File: src/rtl/updi_target_responder.sv
// rtl/updi_target_responder.sv - UPDI target responder serving SYNCH/LDCS/STCS/LDS/STS/KEY over UART FIFOs
module updi_target_responder #(
    parameter int          MEM_SIZE         = 256,
    parameter int          MEM_ADDR_BITS    = $clog2(MEM_SIZE),
    parameter logic [63:0] KEY_CHIPERASE    = 64'h4E564D4572617365,
    parameter bit          LOCKED_AT_RESET  = 1'b1,
    parameter logic [7:0]  STATUSA_VALUE    = 8'h30,
    parameter int          ERASE_EXTRA_CLKS = 50
) (
    input  logic       clk,
    input  logic       rst,
    input  logic [7:0] uart_rx_fifo_data_out,
    output logic       uart_rx_fifo_rd_en,
    input  logic       uart_rx_fifo_empty,
    output logic [7:0] uart_tx_fifo_data_in,
    output logic       uart_tx_fifo_wr_en,
    input  logic       uart_tx_fifo_full,
    input  logic       double_break_detected,
    output logic       locked,
    output logic       erase_busy,
    output logic       protocol_error
);
    localparam int ECNT_BITS = $clog2(MEM_SIZE + ERASE_EXTRA_CLKS + 1);
    localparam logic [ECNT_BITS-1:0] FILL_END  = ECNT_BITS'(MEM_SIZE);
    localparam logic [ECNT_BITS-1:0] ERASE_END = ECNT_BITS'(MEM_SIZE + ERASE_EXTRA_CLKS - 1);
    localparam logic [7:0] SYNCH = 8'h55;
    localparam logic [7:0] ACK   = 8'h40;

    typedef enum logic [3:0] {
        S_WAIT_SYNC, S_OPCODE, S_ADDR, S_LDCS, S_STCS,
        S_LDS, S_STS_ACK, S_STS_DATA, S_KEY, S_ERROR
    } state_t;

    state_t                   state;
    logic                     rx_sample;
    logic                     tx_valid;
    logic [7:0]               tx_data;
    logic                     is_store;
    logic [3:0]               cs_addr;
    logic [MEM_ADDR_BITS-1:0] addr;
    logic [1:0]               addr_idx;
    logic [1:0]               addr_last;
    logic [1:0]               data_left;
    logic [2:0]               key_idx;
    logic                     key_match;
    logic [7:0]               cs7;
    logic [7:0]               cs8;
    logic                     rstsys;
    logic [ECNT_BITS-1:0]     erase_cnt;
    logic [7:0]               mem [MEM_SIZE];

    logic [7:0]               rx_byte;
    logic [7:0]               cs_rdata;
    logic [7:0]               mem_rdata;
    logic                     rx_state;
    logic                     tx_push;
    logic                     key_byte_ok;
    logic                     mem_we;
    logic [MEM_ADDR_BITS-1:0] mem_waddr;
    logic [7:0]               mem_wdata;

    assign rx_byte              = uart_rx_fifo_data_out;
    assign tx_push              = tx_valid && !uart_tx_fifo_full && state != S_ERROR;
    assign uart_tx_fifo_wr_en   = tx_push;
    assign uart_tx_fifo_data_in = tx_data;
    assign mem_rdata            = mem[addr];
    assign key_byte_ok          = rx_byte == KEY_CHIPERASE[{key_idx, 3'b000} +: 8];

    always_comb begin
        rx_state = 1'b0;
        case (state)
            S_WAIT_SYNC, S_OPCODE, S_ADDR, S_STCS, S_STS_DATA, S_KEY: rx_state = 1'b1;
            default: rx_state = 1'b0;
        endcase
    end

    always_comb begin
        cs_rdata = 8'h00;
        case (cs_addr)
            4'h0:    cs_rdata = STATUSA_VALUE;
            4'h7:    cs_rdata = cs7;
            4'h8:    cs_rdata = cs8;
            4'hB:    cs_rdata = {2'b00, rstsys, 4'b0000, locked};
            default: cs_rdata = 8'h00;
        endcase
    end

    // The erase fill owns the single write port; STS data is dropped while locked or erasing.
    always_comb begin
        mem_we    = 1'b0;
        mem_waddr = addr;
        mem_wdata = rx_byte;
        if (erase_busy && erase_cnt < FILL_END) begin
            mem_we    = 1'b1;
            mem_waddr = erase_cnt[MEM_ADDR_BITS-1:0];
            mem_wdata = 8'hFF;
        end else if (state == S_STS_DATA && rx_sample && !rst && !double_break_detected
                     && !locked && !erase_busy) begin
            mem_we = 1'b1;
        end
    end

    always_ff @(posedge clk) begin
        if (mem_we) mem[mem_waddr] <= mem_wdata;
    end

    always_ff @(posedge clk) begin
        if (rst) begin
            state              <= S_WAIT_SYNC;
            uart_rx_fifo_rd_en <= 1'b0;
            rx_sample          <= 1'b0;
            tx_valid           <= 1'b0;
            tx_data            <= 8'h00;
            is_store           <= 1'b0;
            cs_addr            <= 4'h0;
            addr               <= '0;
            addr_idx           <= 2'd0;
            addr_last          <= 2'd0;
            data_left          <= 2'd0;
            key_idx            <= 3'd0;
            key_match          <= 1'b0;
            cs7                <= 8'h00;
            cs8                <= 8'h00;
            rstsys             <= 1'b0;
            locked             <= LOCKED_AT_RESET;
            erase_busy         <= 1'b0;
            erase_cnt          <= '0;
            protocol_error     <= 1'b0;
        end else begin
            uart_rx_fifo_rd_en <= 1'b0;
            rx_sample          <= uart_rx_fifo_rd_en;
            if (tx_push) tx_valid <= 1'b0;

            if (erase_busy) begin
                if (erase_cnt == ERASE_END) begin
                    erase_busy <= 1'b0;
                    locked     <= 1'b0;
                    cs7[3]     <= 1'b0;
                end else begin
                    erase_cnt <= erase_cnt + ECNT_BITS'(1);
                end
            end

            if (double_break_detected) begin
                state          <= S_WAIT_SYNC;
                protocol_error <= 1'b0;
                rx_sample      <= 1'b0;
                tx_valid       <= 1'b0;
            end else begin
                if (rx_state && !uart_rx_fifo_rd_en && !rx_sample && !uart_rx_fifo_empty)
                    uart_rx_fifo_rd_en <= 1'b1;

                case (state)
                    S_WAIT_SYNC: if (rx_sample) begin
                        if (rx_byte == SYNCH) begin
                            state <= S_OPCODE;
                        end else begin
                            protocol_error <= 1'b1;
                            state          <= S_ERROR;
                        end
                    end
                    S_OPCODE: if (rx_sample) begin
                        case (rx_byte[7:5])
                            3'b000, 3'b010: begin
                                if (rx_byte[3:2] == 2'd3 || rx_byte[1]) begin
                                    protocol_error <= 1'b1;
                                    state          <= S_ERROR;
                                end else begin
                                    is_store  <= rx_byte[6];
                                    addr      <= '0;
                                    addr_idx  <= 2'd0;
                                    addr_last <= rx_byte[3:2];
                                    data_left <= rx_byte[0] ? 2'd2 : 2'd1;
                                    state     <= S_ADDR;
                                end
                            end
                            3'b100: begin
                                cs_addr <= rx_byte[3:0];
                                state   <= S_LDCS;
                            end
                            3'b110: begin
                                cs_addr <= rx_byte[3:0];
                                state   <= S_STCS;
                            end
                            3'b111: begin
                                if (!rx_byte[4] && !rx_byte[2] && rx_byte[1:0] == 2'd0) begin
                                    key_idx   <= 3'd0;
                                    key_match <= 1'b1;
                                    state     <= S_KEY;
                                end else begin
                                    protocol_error <= 1'b1;
                                    state          <= S_ERROR;
                                end
                            end
                            default: begin
                                protocol_error <= 1'b1;
                                state          <= S_ERROR;
                            end
                        endcase
                    end
                    S_ADDR: if (rx_sample) begin
                        // Bytes above the memory index width only matter modulo MEM_SIZE.
                        addr     <= addr | MEM_ADDR_BITS'({16'h0000, rx_byte} << {addr_idx, 3'b000});
                        addr_idx <= addr_idx + 2'd1;
                        if (addr_idx == addr_last) state <= is_store ? S_STS_ACK : S_LDS;
                    end
                    S_LDCS: if (!tx_valid) begin
                        tx_data  <= cs_rdata;
                        tx_valid <= 1'b1;
                        state    <= S_WAIT_SYNC;
                    end
                    S_STCS: if (rx_sample) begin
                        case (cs_addr)
                            4'h7: cs7 <= rx_byte;
                            4'h8: begin
                                cs8 <= rx_byte;
                                if (rx_byte == 8'h59) begin
                                    rstsys <= 1'b1;
                                end else if (rstsys) begin
                                    rstsys <= 1'b0;
                                    if (cs7[3] && !erase_busy) begin
                                        erase_busy <= 1'b1;
                                        erase_cnt  <= '0;
                                    end
                                end
                            end
                            default: ;
                        endcase
                        state <= S_WAIT_SYNC;
                    end
                    S_LDS: if (!tx_valid) begin
                        tx_data   <= (locked || erase_busy) ? 8'h00 : mem_rdata;
                        tx_valid  <= 1'b1;
                        addr      <= addr + MEM_ADDR_BITS'(1);
                        data_left <= data_left - 2'd1;
                        if (data_left == 2'd1) state <= S_WAIT_SYNC;
                    end
                    S_STS_ACK: if (!tx_valid) begin
                        tx_data  <= ACK;
                        tx_valid <= 1'b1;
                        state    <= (data_left == 2'd0) ? S_WAIT_SYNC : S_STS_DATA;
                    end
                    S_STS_DATA: if (rx_sample) begin
                        addr      <= addr + MEM_ADDR_BITS'(1);
                        data_left <= data_left - 2'd1;
                        state     <= S_STS_ACK;
                    end
                    S_KEY: if (rx_sample) begin
                        if (!key_byte_ok) key_match <= 1'b0;
                        key_idx <= key_idx + 3'd1;
                        if (key_idx == 3'd7) begin
                            if (key_match && key_byte_ok) cs7[3] <= 1'b1;
                            state <= S_WAIT_SYNC;
                        end
                    end
                    default: ;
                endcase
            end
        end
    end
endmodule

File: config.mk
export PLATFORM = sky130hd
export DESIGN_NAME = updi_target_responder
export DESIGN_NICKNAME = d
export VERILOG_FILES = /design/src/rtl/updi_target_responder.sv
export SDC_FILE = /design/constraint.sdc
export NUM_CORES = 2
export LEC_CHECK = 0
export CORE_MARGIN = 1.5
export CORE_UTILIZATION = 55
export CTS_CLUSTER_DIAMETER = 60
export DETAILED_ROUTE_END_ITERATION = 12
export PLACE_DENSITY_LB_ADDON = 0.12
export SLEW_MARGIN = 15
export SYNTH_ARGS = -nofsm -noshare
export SYNTH_HDL_FRONTEND = slang
export SYNTH_SLANG_ARGS = --single-unit
export TNS_END_PERCENT = 1
File: constraint.sdc
create_clock -name clk -period 5.3 [get_ports clk]
set_clock_uncertainty 0.05 [all_clocks]
set_input_delay 0.53 -clock clk [delete_from_list [all_inputs] [get_ports clk]]
set_output_delay 0.53 -clock clk [all_outputs]
set_load 0.1 [all_outputs]
Fig. 1: cells by drive strength
Bar = 100 um.
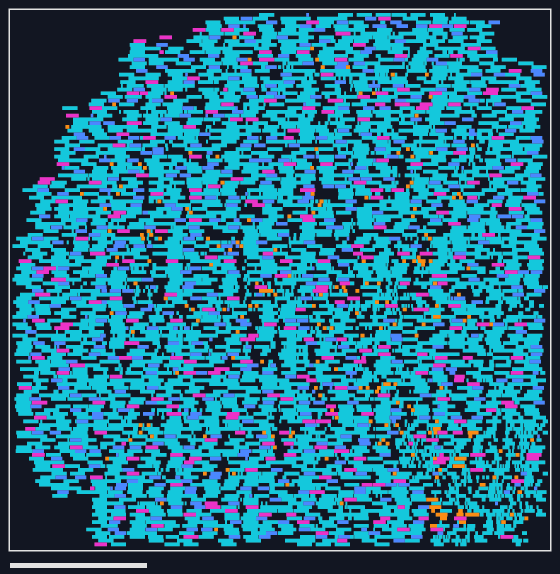
Magenta marks drive 6 and up, cells 287, share 6.2%. Orange marks drive 3 to 4, cells 202, share 4.3%. Cyan marks drive 1 or less, cells 3610, share 78%. Blue marks drive 2, cells 546, share 12%.

Fig. 2: clock nets
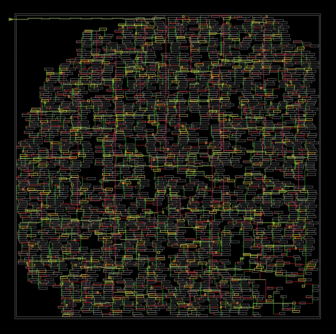
power of the clock network: 15.1 mW
clk latency late pin: 0.84 ns

Fig. 3: register map, names as in the netlist
Bar = 100 um. Other sequential cells in the stronger gray, the rest of the logic in the fainter gray.
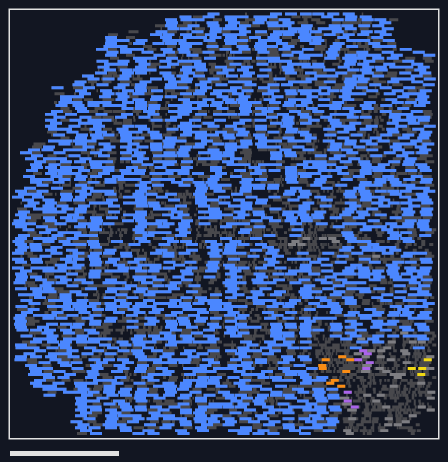
Yellow marks `cs_addr`, sequential cells 4, where lower right. Blue marks `mem`, sequential cells 2048, where spread over the die. Purple marks `addr`, sequential cells 8, where lower right. Orange marks `erase_cnt`, sequential cells 9, where lower right.
sequential logic power: 18.4 mW
Final Util: 62.1%
Sequential cell area: 63000 sq um
share of cell area taken by flip-flops and latches: 66.8%

==> run summary <==
Implementation numbers.

- The register with the most flip-flops in the final layout is mem.
- The final count of pins violating max slew is 0.
- Looking at the post-CTS report, the setup buffer insertion count equals 0.
- Post-CTS repair ended up resizing 0 cells.
- The final RePlAce weighted congestion is 0.934.
- The share of layout cells above drive strength 1 is 22.3%.
- The register with the most flip-flops in the layout has ~2000 of them.
- Per STA, the worst path accumulates the most delay in the family AND-OR/OR-AND gates.
- The largest single stage delay on the critical path is 1.14 ns.
- The routed design shows a via density per instance of 6.65.
- Per the post-run analysis, buffers plus inverters along the critical path come to 3.
- The final layout report lists a non-clock inverter count of 14.
- The CTS tree is done.
- In this run the deepest clock path goes through 3 buffers.
- Per the synth stats, the proportion of register bits with asynchronous set or reset is 0%.
- The effective utilization at floorplan is 55.3%.
- The peak supply drop is roughly 0.30 mV.
- The cell leakage power is 28.6 nW.
- The cell count after placement is 6293.
- STA on the placed design reports a worst setup slack of ~0.76 ns.
- The netlist area before placement is 84100 sq um.
- The headroom to the max-slew limit is 2.94%.
- STA puts the critical path data required time at 5.95 ns.
- The power density of the placed cells is roughly 360 nW/um^2.
- The clock drives around 2100 sinks.
- The number of nets in the layout is 4497.
- The post-synthesis cell count from yosys is 4288.
- Buffers placed on the I/O ports in this run total 25.
- The number of non-filler instances in the completed layout is 6677.
- The timing report lists the critical path depth as 9 cells.
- The count of fill cells added during filler insertion is ~11000.
- After synthesis, the mean cell area works out to 19.6 sq um.
- The slack of the worst reg-to-reg path is between 1 and 1.5 ns.
- The checks that failed: max-capacitance violations.
- Per the timing report, the achievable frequency comes out to between 0.2 and 0.25 GHz.
- In this run the full chip footprint comes out at 155000 sq um.
- The element type at the critical path end is a flop.
- The number of placement rows is around 140.
- The core region area is 152000 sq um.
- The final timing report gives a worst setup slack of 1.03 ns.
- The share of cell area taken by muxes after synthesis is between 10% and 20%.
- STA puts the critical path data arrival time at 4.91 ns.
- The count of multi-input gates is 1890.
- The horizontal die dimension is 394 um.
- The xor and xnor fraction of the mapped netlist area is 0.156%.
- The max-capacitance violation count is 1.
- The flow ran to the end, but the final reports show violations.
- Per the synth stats, the flop cell with the highest instance count is edfxtp_1.
- The largest net degree at the start of global routing is 111.
Fig. 4: metal layers overlaid
Bar = 100 um.
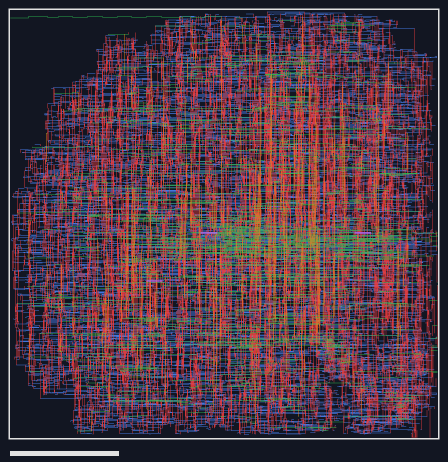
Orange marks met4, wire length 9480 um. Green marks met3, wire length 23.8 mm. Blue marks met1, wire length 91.7 mm. Red marks met2, wire length 107 mm. Purple marks met5, wire length 40.5 um.
wire length per cell: 34.8 um
wirelength, routed: 232 mm
Via Count: 44400
Total Routing Usage GR: 30.1%

Fig. 5: I/O nets highlighted
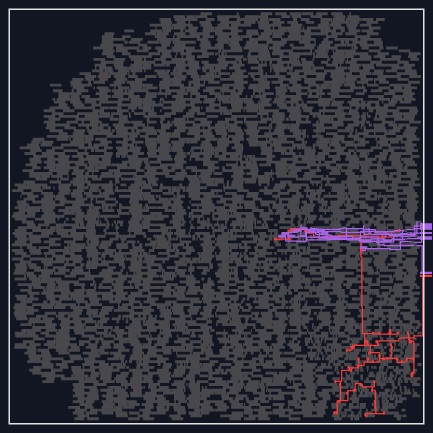
Purple marks `uart_tx_fifo_data_in`, bits 8, direction output, edge right, end cells 8, buffers 8, wire 1070 um. Red marks `rst`, bits 1, direction input, edge right, end cells 55, buffers 2, wire 799 um.

[synthesized netlist by cell type (24+ instances only)]
library cell | count | area [sq um]
a22oi_1 | 63 | 473
a31oi_1 | 24 | 150
o22ai_1 | 61 | 382
clkbuf_1 | 114 | 428
mux2i_1 | 179 | 1790
edfxtp_1 | 2048 | 61500
nor2_1 | 360 | 1350
nand2b_1 | 31 | 194
a21oi_1 | 97 | 485
mux4_2 | 462 | 10400
buf_2 | 63 | 315
nor2b_1 | 26 | 163
nand3_1 | 43 | 215
dfxtp_1 | 75 | 1500
nand2_1 | 134 | 503
o21ai_0 | 51 | 255
nor3_1 | 47 | 235
o221ai_1 | 35 | 307
buf_6 | 37 | 417
[per-layer routing]
metal  vias up  wire (um)
li1      18000          -
met1     23400      91700
met2      2503     107000
met3       442      23800
met4         6       9480
met5         -         40
[worst min path at each step]
stage / startpoint / endpoint / cells past startpoint
after detailed placement: cs7[4]$_SDFFE_PP0P_ / cs7[4]$_SDFFE_PP0P_ / 2
after global routing: rst / cs8[2]$_SDFFE_PP0P_ / 3
after floorplan: data_left[1]$_SDFFE_PP0P_ / data_left[1]$_SDFFE_PP0P_ / 2
final: rst / cs8[5]$_SDFFE_PP0P_ / 3
after global placement: data_left[1]$_SDFFE_PP0P_ / data_left[1]$_SDFFE_PP0P_ / 2
after CTS: rst / cs8[5]$_SDFFE_PP0P_ / 3
[power by group]
group / total (mW) / leakage (nW) / internal, mW / switching (mW)
combinational: 0.437 / 6.18 / 0.0654 / 0.371
clock: 15.1 / 3.38 / 8.78 / 6.29
sequential: 18.4 / 19.0 / 18.4 / 0.00396
No activity file was given, so power comes from the tool's default toggle rates.
